### config.mk
export PLATFORM = sky130hd
export DESIGN_NAME = iir_sample_capture
export DESIGN_NICKNAME = d
export VERILOG_FILES = /design/src/rtl/iir_sample_capture.sv
export SDC_FILE = /design/constraint.sdc
export NUM_CORES = 1
export LEC_CHECK = 0
export CORE_MARGIN = 8
export CORE_UTILIZATION = 63
export DETAILED_ROUTE_END_ITERATION = 10
export DONT_BUFFER_PORTS = 1
export PLACE_DENSITY = 0.79
export SETUP_SLACK_MARGIN = 0.15
export SLEW_MARGIN = 20
export SYNTH_ARGS = -nofsm -noshare
export SYNTH_HDL_FRONTEND = slang
export SYNTH_SLANG_ARGS = --single-unit
### constraint.sdc
create_clock -name clk -period 4 [get_ports clk]
set_clock_uncertainty 0.2 [all_clocks]
set_input_delay 0.4 -clock clk [delete_from_list [all_inputs] [get_ports clk]]
set_output_delay 0.4 -clock clk [all_outputs]
set_load 0.02 [all_outputs]
### src/rtl/iir_sample_capture.sv
// -----------------------------------------------------------------------------
// iir_sample_capture
//   Output-side sink for the iir_N filter. A free-running clock divider
//   produces one sample tick every SAMPLE_DIV cycles while enabled; on each
//   tick the filter output y is pushed into a circular FIFO. Samples leave
//   through a first-word-fall-through valid/ready read port.
//
// Ports
//   clk         in   clock, all state updates on posedge
//   rst         in   synchronous reset, active-high
//   en          in   enable for the sample divider / capture
//   y           in   signed filter output sampled on each tick
//   sample_tick out  high on the cycle y is captured
//   rd_valid    out  FIFO non-empty
//   rd_ready    in   consumer accepts rd_data this cycle
//   rd_data     out  head-of-FIFO sample (meaningful while rd_valid)
//   level       out  occupancy 0..DEPTH
//   full        out  level == DEPTH
//   overflow    out  sticky flag: a tick arrived while full with no pop
//   clr_ovf     in   clears overflow (a drop in the same cycle wins)
//   drop_cnt    out  saturating count of discarded samples
//
// Read handshake: a pop happens at a rising edge exactly when rd_valid and
// rd_ready are both high in the preceding cycle. rd_data and rd_valid are
// driven from registered state only, so they never depend on rd_ready, and
// rd_data holds steady while rd_valid is high and rd_ready is low.
// -----------------------------------------------------------------------------
module iir_sample_capture #(
  parameter int BITWIDTH   = 32,
  parameter int DEPTH      = 16,
  parameter int SAMPLE_DIV = 4,
  parameter int DROPW      = 16
) (
  input  logic                         clk,
  input  logic                         rst,
  input  logic                         en,
  input  logic signed [BITWIDTH-1:0]   y,
  output logic                         sample_tick,
  output logic                         rd_valid,
  input  logic                         rd_ready,
  output logic signed [BITWIDTH-1:0]   rd_data,
  output logic [$clog2(DEPTH):0]       level,
  output logic                         full,
  output logic                         overflow,
  input  logic                         clr_ovf,
  output logic [DROPW-1:0]             drop_cnt
);

  localparam int AW = $clog2(DEPTH);
  localparam int LW = AW + 1;
  localparam int CW = (SAMPLE_DIV > 1) ? $clog2(SAMPLE_DIV) : 1;

  localparam logic [CW-1:0]    DIV_LAST = CW'(SAMPLE_DIV - 1);
  localparam logic [LW-1:0]    LVL_FULL = LW'(DEPTH);
  localparam logic [DROPW-1:0] DROP_MAX = '1;

  // Registered state
  logic [CW-1:0]          div_cnt_q,  div_cnt_d;
  logic [AW-1:0]          wr_ptr_q,   wr_ptr_d;
  logic [AW-1:0]          rd_ptr_q,   rd_ptr_d;
  logic [LW-1:0]          level_q,    level_d;
  logic                   overflow_q, overflow_d;
  logic [DROPW-1:0]       drop_cnt_q, drop_cnt_d;

  // Sample storage; deliberately not reset.
  logic [BITWIDTH-1:0]    mem_q [DEPTH];

  // Per-cycle events
  logic tick;
  logic is_full;
  logic is_empty;
  logic pop;
  logic push;
  logic drop;

  assign tick     = en && (div_cnt_q == DIV_LAST);
  assign is_full  = (level_q == LVL_FULL);
  assign is_empty = (level_q == '0);
  assign pop      = !is_empty && rd_ready;
  // When full, a same-cycle pop frees the slot the tick needs. Because
  // wr_ptr == rd_ptr when full, the write lands in the slot being read out,
  // which is fine: the read sees the old contents this cycle.
  assign push     = tick && (!is_full || pop);
  assign drop     = tick && is_full && !pop;

  always_comb begin
    div_cnt_d  = div_cnt_q;
    wr_ptr_d   = wr_ptr_q;
    rd_ptr_d   = rd_ptr_q;
    level_d    = level_q;
    overflow_d = overflow_q;
    drop_cnt_d = drop_cnt_q;

    // Divider: held at zero while disabled so the first tick after enabling
    // lands SAMPLE_DIV-1 cycles later.
    if (!en) begin
      div_cnt_d = '0;
    end else if (div_cnt_q == DIV_LAST) begin
      div_cnt_d = '0;
    end else begin
      div_cnt_d = div_cnt_q + 1'b1;
    end

    if (push) begin
      wr_ptr_d = wr_ptr_q + 1'b1;
    end
    if (pop) begin
      rd_ptr_d = rd_ptr_q + 1'b1;
    end

    if (push && !pop) begin
      level_d = level_q + 1'b1;
    end else if (pop && !push) begin
      level_d = level_q - 1'b1;
    end

    // Set has priority over clear so a drop is never hidden.
    if (drop) begin
      overflow_d = 1'b1;
    end else if (clr_ovf) begin
      overflow_d = 1'b0;
    end

    if (drop && (drop_cnt_q != DROP_MAX)) begin
      drop_cnt_d = drop_cnt_q + 1'b1;
    end
  end

  always_ff @(posedge clk) begin
    if (rst) begin
      div_cnt_q  <= '0;
      wr_ptr_q   <= '0;
      rd_ptr_q   <= '0;
      level_q    <= '0;
      overflow_q <= 1'b0;
      drop_cnt_q <= '0;
    end else begin
      div_cnt_q  <= div_cnt_d;
      wr_ptr_q   <= wr_ptr_d;
      rd_ptr_q   <= rd_ptr_d;
      level_q    <= level_d;
      overflow_q <= overflow_d;
      drop_cnt_q <= drop_cnt_d;
    end
  end

  // Write is gated by !rst so a tick in the reset cycle leaves no trace.
  always_ff @(posedge clk) begin
    if (push && !rst) begin
      mem_q[wr_ptr_q] <= y;
    end
  end

  assign sample_tick = tick;
  assign rd_valid    = !is_empty;
  assign rd_data     = mem_q[rd_ptr_q];
  assign level       = level_q;
  assign full        = is_full;
  assign overflow    = overflow_q;
  assign drop_cnt    = drop_cnt_q;

endmodule
==> design notes <==
The flow ran to the end, and the final reports show no timing, DRC or antenna violations. Setup repair after global routing left no endpoint under its margin. The final cell utilization of the core was 0.723; the fraction of area in multi-input gates was 0.199.

Looking at the VDD voltage map, the peak drop is 0.470 mV. The tools report the startpoint of the most critical register-to-register path as level[0]. Buffer share of cell area: 0.0324. The tools report the remaining global-route overflow as 0.

Share of synthesized cell area in and, or, nand and nor gates: 0.0271. In this run the post-CTS setup repair buffer count came out at 0. The run gives 7.36 nW for the total leakage power. The run gives 39,400 um2 for the chip footprint.

Ranked by total cell area, the synthesized netlist is headed by edfxtp_1, mux4_2, dfxtp_1, nor2_1, xor2_1. By area, the class that comes first in the final layout consists of sequential cells. The count of buffers not belonging to the clock network in the layout is 63.

The Yosys step of the flow raised 0 warnings. Counting the fill cells in the layout gives 1,869. The total placed cells including tap cells was 1,350.

The critical path goes through or4_1 > o31a_1 > ha_1 > inv_1 > ha_1 > a21o_1 > a21oi_1 > mux2i_1 > mux2_2. The number of rows in the core area is 67. TritonCTS built the clock tree.

DRC violation total after the first TritonRoute iteration: 909. The first global-routing pass estimated 67,600 um of wire. Looking at the worst setup and hold paths, the clock pins of their registers show a slew of 0.06 ns. The run gives 0.173 as the share of total power in combinational logic. The endpoint identified for the worst register-to-register timing path is level[4]. In the final layout, excluding clock inverters the inverter count is 10. According to the floorplan report, the die height is 198 um. Looking at the setup timing report, the critical path kind is reg -> reg. With the number of OpenROAD warnings at 30, the parity-gate share of the synthesized area counting xor and xnor cells is 0.00960. After synthesis, the mean cell area works out to 22.8 um2. With the critical path buffer and inverter count at 1, the number of well taps is 448. Synthesis inferred 548 register bits. Looking at area per cell type in the netlist, the leader is edfxtp_1. The complex-gate fraction of the synthesized area is 0.00280. Measured along the x axis, the die boundary spans 198 um.

The number of antenna violations at the first check in global routing was 3; the clock tree buffer depth was 3. The share of flip-flops with an asynchronous set or reset came out at 0.
worst register-to-register path, stage by stage (launching register included):
cell     delay, ns
dfxtp_1       0.41
or4_1         0.77
o31a_1        0.46
ha_1          0.30
inv_1         0.16
ha_1          0.27
a21o_1        0.18
a21oi_1       0.16
mux2i_1       0.21
mux2_2        0.35
sequential cells by signal (all words and copies together) (netlist names), named ones only:
| signal | count |
|---|---|
| level | 5 |
| overflow | 1 |
| drop_cnt | 16 |
| div_cnt_q | 2 |
| wr_ptr_q | 4 |
| mem_q | 512 |
| rd_ptr_q | 4 |
cell usage in the layout, fill, tap and decap left out, types with 11 or more instances in the layout:
cell           instances
buf_12                17
clkbuf_1              15
clkbuf_16             54
clkinv_1              11
dfxtp_1               32
dlygate4sd3_1         37
edfxtp_1             512
ha_1                  12
mux4_2               160
nand3_1               11
nor2_1                37
nor2_4                16
xor2_1                20
layer usage:
layer	share of wire	track usage
met1	0.38	0.313
met2	0.52	0.403
met3	0.071	0.0433
met4	0.027	0.0744
met5	0.00026	0
worst max-delay path by stage:
stage | to | slack [ns] | startpoint | depth (start not counted)
floorplan | mem_q[0][0] | 0.39 | div_cnt_q[0] | 6
global placement | level[4] | 0.49 | level[0] | 9
detailed placement | level[4] | 0.44 | level[0] | 9
CTS | level[4] | 0.44 | level[0] | 9
global route | level[4] | 0.32 | level[0] | 9
finish | level[4] | 0.42 | level[0] | 9
per-stage QoR:
step,area (um2),hold WS [ns]
floorplan,21000,0.207
global placement,21900,0.210
CTS,24000,0.0586
detailed placement,21900,0.227
global route,24000,0.110
finish,24000,0.0771
==> images/metal_stack.png <==
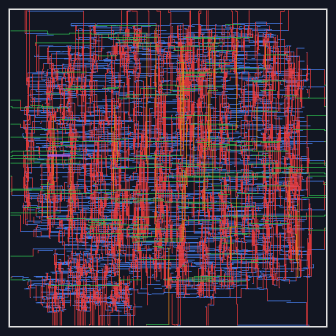
| color | layer | wire length |
|---|---|---|
| green | met3 | 3,240 um |
| purple | met5 | 12.9 um |
| red | met2 | 23.6 mm |
| blue | met1 | 17,300 um |
| orange | met4 | 1,230 um |
WL per Instance: 30.5 um
GRT Total Usage: 0.237

==> images/clock_map.png <==
Scale bar: 50 um.
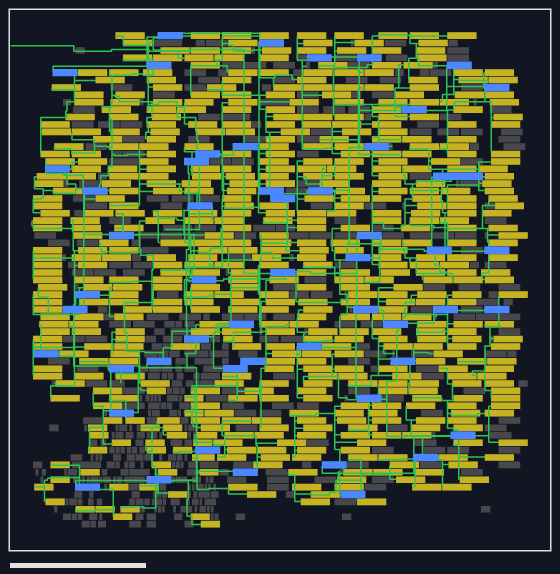
[blue] cells driving clock nets | count: 53
[yellow] flip-flops | count: 548
[green] clock wires | length: 5,740 um
flops lie: widely spread
Late-Pin Clk Latency: 0.56 ns
clock network power consumption: 5.00 mW
part of the power in the clock network: 0.361

==> images/final_clocks.png <==
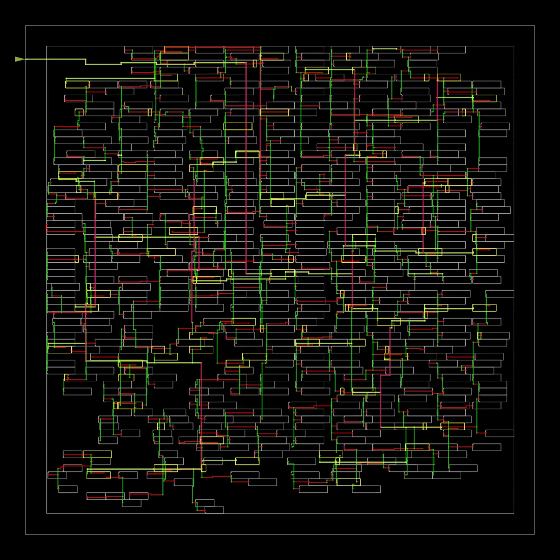
clock tree sinks: 548
CTS Buf Count: 53
sequential cells: 548
count of clock-net buffers in the final layout: 70

==> images/port_nets.png <==
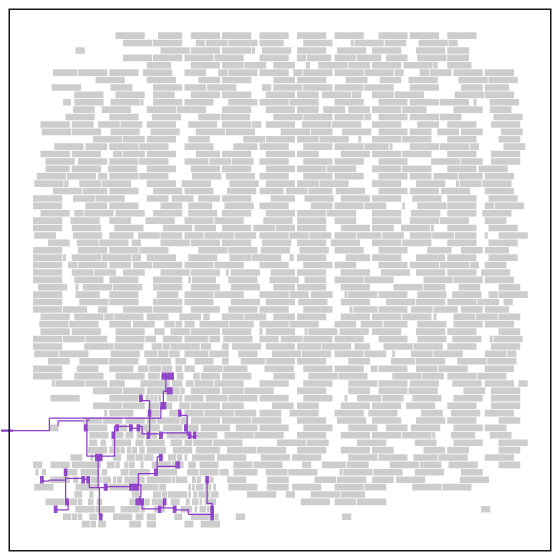
| color | port | bits | direction | edge | end cells | buffers | wire |
|---|---|---|---|---|---|---|---|
| purple | rst | 1 | input | west | 38 | 2 | 361 um |
# port buffers: 0
Top-Level Pins: 94

Power is estimated from default activity; no workload was simulated.
